Run 1, PDN straps and rails:
Pins as bars on the die edge.
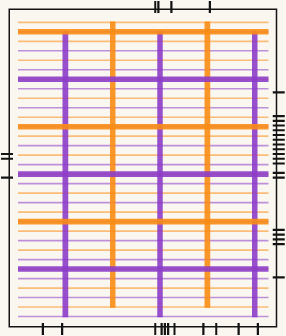
Run 1, cells coloured by class:
Bar = 20 um.
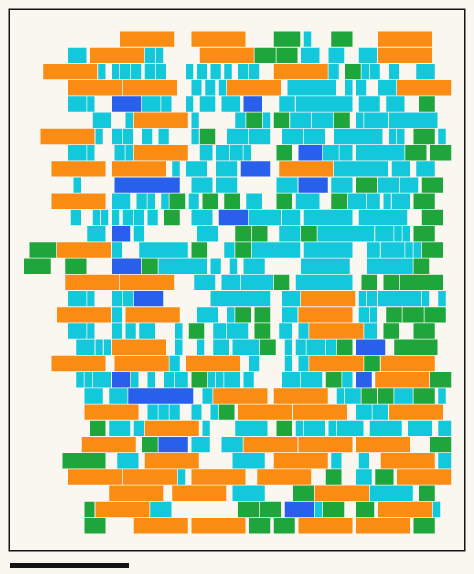
Run 1, clock network drawn from the DEF:
Bar = 20 um.
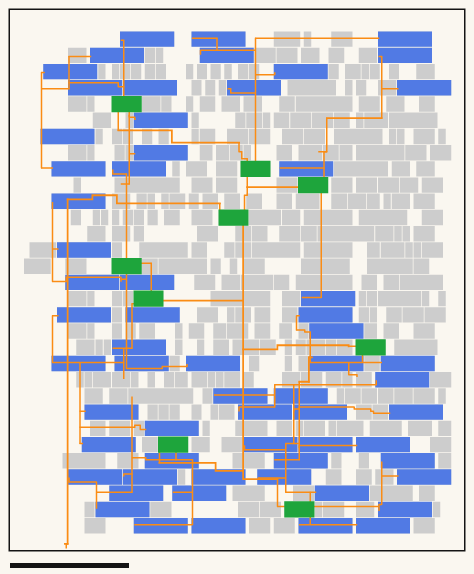
Run 1, wiring by layer:
Only two layers are drawn.
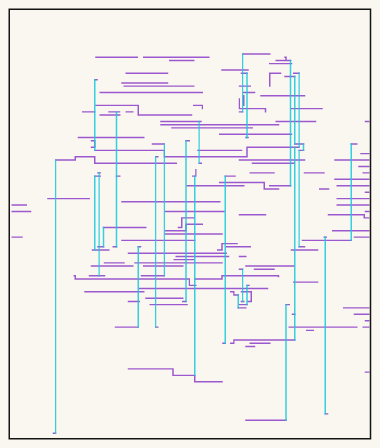
==> config.mk <==
export PLATFORM = sky130hd
export DESIGN_NAME = hazard_scoreboard
export DESIGN_NICKNAME = d
export VERILOG_FILES = /design/src/rtl/hazard_scoreboard.sv
export SDC_FILE = /design/constraint.sdc
export NUM_CORES = 1
export LEC_CHECK = 0
export CAP_MARGIN = 40
export CORE_ASPECT_RATIO = 1.2
export CORE_MARGIN = 2
export CORE_UTILIZATION = 57
export CTS_CLUSTER_DIAMETER = 80
export DETAILED_ROUTE_END_ITERATION = 10
export MAX_ROUTING_LAYER = met4
export PLACE_DENSITY = 0.86
export SLEW_MARGIN = 20
export SYNTH_ARGS = -nofsm -noshare
export SYNTH_HDL_FRONTEND = slang
export SYNTH_SLANG_ARGS = --single-unit
==> constraint.sdc <==
create_clock -name clk -period 2.8 [get_ports clk]
set_clock_uncertainty 0.15 [all_clocks]
set_input_delay 0.28 -clock clk [delete_from_list [all_inputs] [get_ports clk]]
set_output_delay 0.28 -clock clk [all_outputs]
set_load 0.02 [all_outputs]
==> notes.md <==
Implementation numbers.

- The type of element capturing the critical path is a primary output.
- The synthesis run shows the most used standard cells to be sky130_fd_sc_hd__dfrtp_1, sky130_fd_sc_hd__nand2_1, sky130_fd_sc_hd__o21ai_0.
- The cell at the root of the clock tree is sky130_fd_sc_hd__clkbuf_8.
- The critical path data required time reads 2.37 ns.
- The die footprint is 6900 um^2.
- The half-perimeter wire length of the detailed placement result reads 7.74 mm.
- The async set or reset register ratio after synthesis is 1.00.
- The number of global-route vias before repair came to 3,173.
- The count of input and output buffers reads 33.
- The instance tally after logic synthesis reads 320.
- The first global-routing pass estimated 17.3 mm of wire.
- The layout stage reports a final design area of 4440 um^2.
- The post-CTS setup buffer count reads 0.
- The number of placed I/O pins reads 37.
- The deepest level of the CTS H-tree is 3.
- The remaining design rule violation count reads 0.
- The count of warning messages emitted by the tools reads 27.
- The relative slew slack reads 0.661.
- The max-capacitance violation count is 0.
- The number of antenna violations at the first check in global routing was 0.
- The share of the synthesized area in the top cell type reads 0.436.
- The register clock-pin slew on the reported worst setup and hold paths reads 0.08 ns.
- The vias per cell is 6.60.
- The detail route stage leaves a number of antenna-violating nets equal to 0.
- The minimum clock period after layout reads 2.74 ns.
- The number of failing setup endpoints in the final timing report reads 0.
- The depth of the worst register-to-register path reads 7.
- The post-synthesis cell type count reads 51.
- The highest net fanout along the worst path is 2.
- The TritonCTS sink count reads 62.
- The CTS buffer count reads 9.
- The leakage power of the design is 1.78 nW.
- The maximum operating frequency is 365 MHz.
- The fraction of layout cells with a size suffix above 1 reads 0.298.
- In the post-synthesis netlist, the biggest area contributors are sky130_fd_sc_hd__dfrtp_1, sky130_fd_sc_hd__mux4_2, sky130_fd_sc_hd__mux2i_1, sky130_fd_sc_hd__o21ai_0, sky130_fd_sc_hd__o21ai_2.
- The worst-margin pin slew is 0.507 ns.
- The number of flip-flops in the largest register reads 32.
- The aggregate global routing overflow is 0.
- The initial DRC count reads 358.
- Entering global routing, the biggest net connects 38 pins.
- The fraction of the cycle the final worst path needs is 0.979.
- The number of enable-type register cells in the synthesized netlist reads 0.
- Synthesis inferred 62 register bits.
- Summing all flip-flop and latch instances after layout gives 1550 um^2.
- The clock tree from TritonCTS is done.
- The mean instance size in the synthesized netlist is 11.1 um^2.
- Looking at the setup timing report, the critical path kind is reg2out.
- The sequential share of the synthesized area reads 0.436.
- The flow ran to the end, and the final reports show no timing, DRC or antenna violations.
- The post-synth area from yosys stat is 3560 um^2.
- Fill cells in the final layout number 442.
- The final estimated routing congestion in global placement is 1.02.
- Setup total negative slack on the finished layout was measured at 0 ns.
- The standard cell core area is 6050 um^2.
- Per the synth stats, the flop cell with the highest instance count is sky130_fd_sc_hd__dfrtp_1.
- The logic area reads 1810 um^2.
- On the critical path the data arrives at 2.31 ns.
- The post-placement cell area is 4150 um^2.
- The largest total area in the synthesized netlist belongs to sky130_fd_sc_hd__dfrtp_1.
- The category of the worst setup path launch point reads a register.
- The tightest min-delay check is of the in2async type.
- Counting endpoints that fail hold in the final report gives 0.
- The tally of yosys warning messages is 0.
- The net count reported at finish is 414.
- The detailed-router iteration count before antenna repair reads 5.
- The final-report max-slew violation count reads 0.
- Before any placement, the netlist area is recorded as 3560 um^2.
- Hold is met by 0.0987 ns.
- In this run the register-to-register setup slack is 0.12 ns.
- The final antenna diode tally reported by the flow is 0.
- The number of cells reported by Yosys stat comes to 320.
- The number of buffers on the longest clock path is 2.
- Compared with the post-synthesis result, the final layout area differs by 24.6%.
- The cell with the most instances after synthesis is sky130_fd_sc_hd__dfrtp_1.
- Power spread over the standard cell area amounts to 464 nW/um^2.
- The share of the core area taken by cells at floorplan is 0.588.
-- 'PDN straps and rails' (at the start) --
- orange: VDD
- purple: VSS
- met1 rails: 32
- signal pins: 37
die width: 76.1 um
peak ir drop on the vdd network: 289 uV

-- 'cells coloured by class' (at the start) --
- orange: flops (cells 62; share of their area 36%)
- cyan: combinational and other logic (cells 236; share of their area 43%)
- green: other buffers and delay cells (cells 78; share of their area 16%)
- blue: clock drivers and dummy loads (cells 16; share of their area 5.3%)
final core utilization: 0.733
# rows: 31
sequential share of cell area: 0.350

-- 'clock network drawn from the DEF' (at the start) --
- green: clock drivers (count 9)
- blue: flip-flops (count 62)
- orange: clock wires (length 886 um)
- flops lie: widely spread
Worst-Skew Late Latency: 0.36 ns
Power Clock: 0.920 mW
power share of the clock group: 0.447

-- 'wiring by layer' (at the start) --
- purple: metal 3 (wire length 934 um)
- cyan: metal 4 (wire length 585 um)
Routed Wire Length: 11.1 mm
global routing usage summed across all routing layers: 0.349
vias after detailed routing: 3,128
routed wire length per instance: 23.4 um

run 1: metal layers:
layer | vias to the layer above | routed length [um] | share of wire | global-route usage
met5 | - | 0 | 0 | -
met3 | 59 | 933 | 0.084 | 0.0640
met1 | 1543 | 4240 | 0.38 | 0.438
met4 | 0 | 584 | 0.053 | 0.203
met2 | 224 | 5330 | 0.48 | 0.533
li1 | 1302 | - | - | -
run 1: critical path: stages, from the launching register on:
cell	delay, ns
sky130_fd_sc_hd__dfrtp_1	0.43
sky130_fd_sc_hd__fa_1	0.53
sky130_fd_sc_hd__fa_1	0.40
sky130_fd_sc_hd__ha_1	0.29
sky130_fd_sc_hd__clkdlybuf4s15_1	0.30
run 1: layout make-up:
| cell class | instances | area share |
|---|---|---|
| Clock inverter | 7 | 0.0237 |
| Multi-Input combinational cell | 227 | 0.409 |
| Sequential cell | 62 | 0.350 |
| Tap cell | 82 | 0.0231 |
| Clock buffer | 9 | 0.0279 |
| Timing Repair Buffer | 78 | 0.159 |
| Inverter | 9 | 0.00761 |
run 1: through the flow:
stage / total power, mW / cells / setup WS, ns
global placement: 1.14 / 456 / -0.421
finish: 2.06 / 474 / 0.0601
detailed placement: 1.14 / 456 / -0.465
CTS: 2.06 / 473 / -0.165
global route: 2.13 / 474 / -0.000380
floorplan: 1.03 / 322 / 0.286
run 1: cells by family (layout without fill, tap and decap cells):
kind of cell    after synthesis  count (layout)  synth area share
flops                        62              62             0.436
compound gates               85              85             0.161
buf+inv                      33             103            0.0640
mux                          43              43             0.184
simple gates                 93              93             0.139
fa+ha+maj                     3               3            0.0148
other cells                   1               3           0.00105
run 1: power breakdown:
part           switching, mW  internal (mW)
Clock                  0.407          0.513
Sequential           0.00188          0.896
Combinational          0.131          0.109
run 1: cells in the final DEF (no fill, tap or decap), types with 3 or more instances in the layout:
cell type,count
sky130_fd_sc_hd__nand3b_1,6
sky130_fd_sc_hd__nor3_1,10
sky130_fd_sc_hd__or3b_2,4
sky130_fd_sc_hd__inv_1,9
sky130_fd_sc_hd__nand2_1,40
sky130_fd_sc_hd__mux4_1,3
sky130_fd_sc_hd__nor2b_1,3
sky130_fd_sc_hd__clkdlybuf4s50_1,24
sky130_fd_sc_hd__o21ai_2,20
sky130_fd_sc_hd__mux2i_1,21
sky130_fd_sc_hd__nor3_2,5
sky130_fd_sc_hd__o21ai_1,5
sky130_fd_sc_hd__mux2_4,4
sky130_fd_sc_hd__buf_12,3
sky130_fd_sc_hd__nor2_1,13
sky130_fd_sc_hd__mux4_2,11
sky130_fd_sc_hd__dfrtp_1,62
sky130_fd_sc_hd__clkbuf_8,9
sky130_fd_sc_hd__o21ai_0,39
sky130_fd_sc_hd__buf_4,42
sky130_fd_sc_hd__dlymetal6s2s_1,3
sky130_fd_sc_hd__conb_1,3
run 1: repair_timing:
item | CTS | global route
hold buffers | 1 | 0
endpoints found under the hold margin | 35 | 0
pin swaps | 0 | 3
gates resized | 8 | 12
setup endpoints to repair | 10 | 8
Power figures rest on the tool's default switching activity, not on a simulated workload.
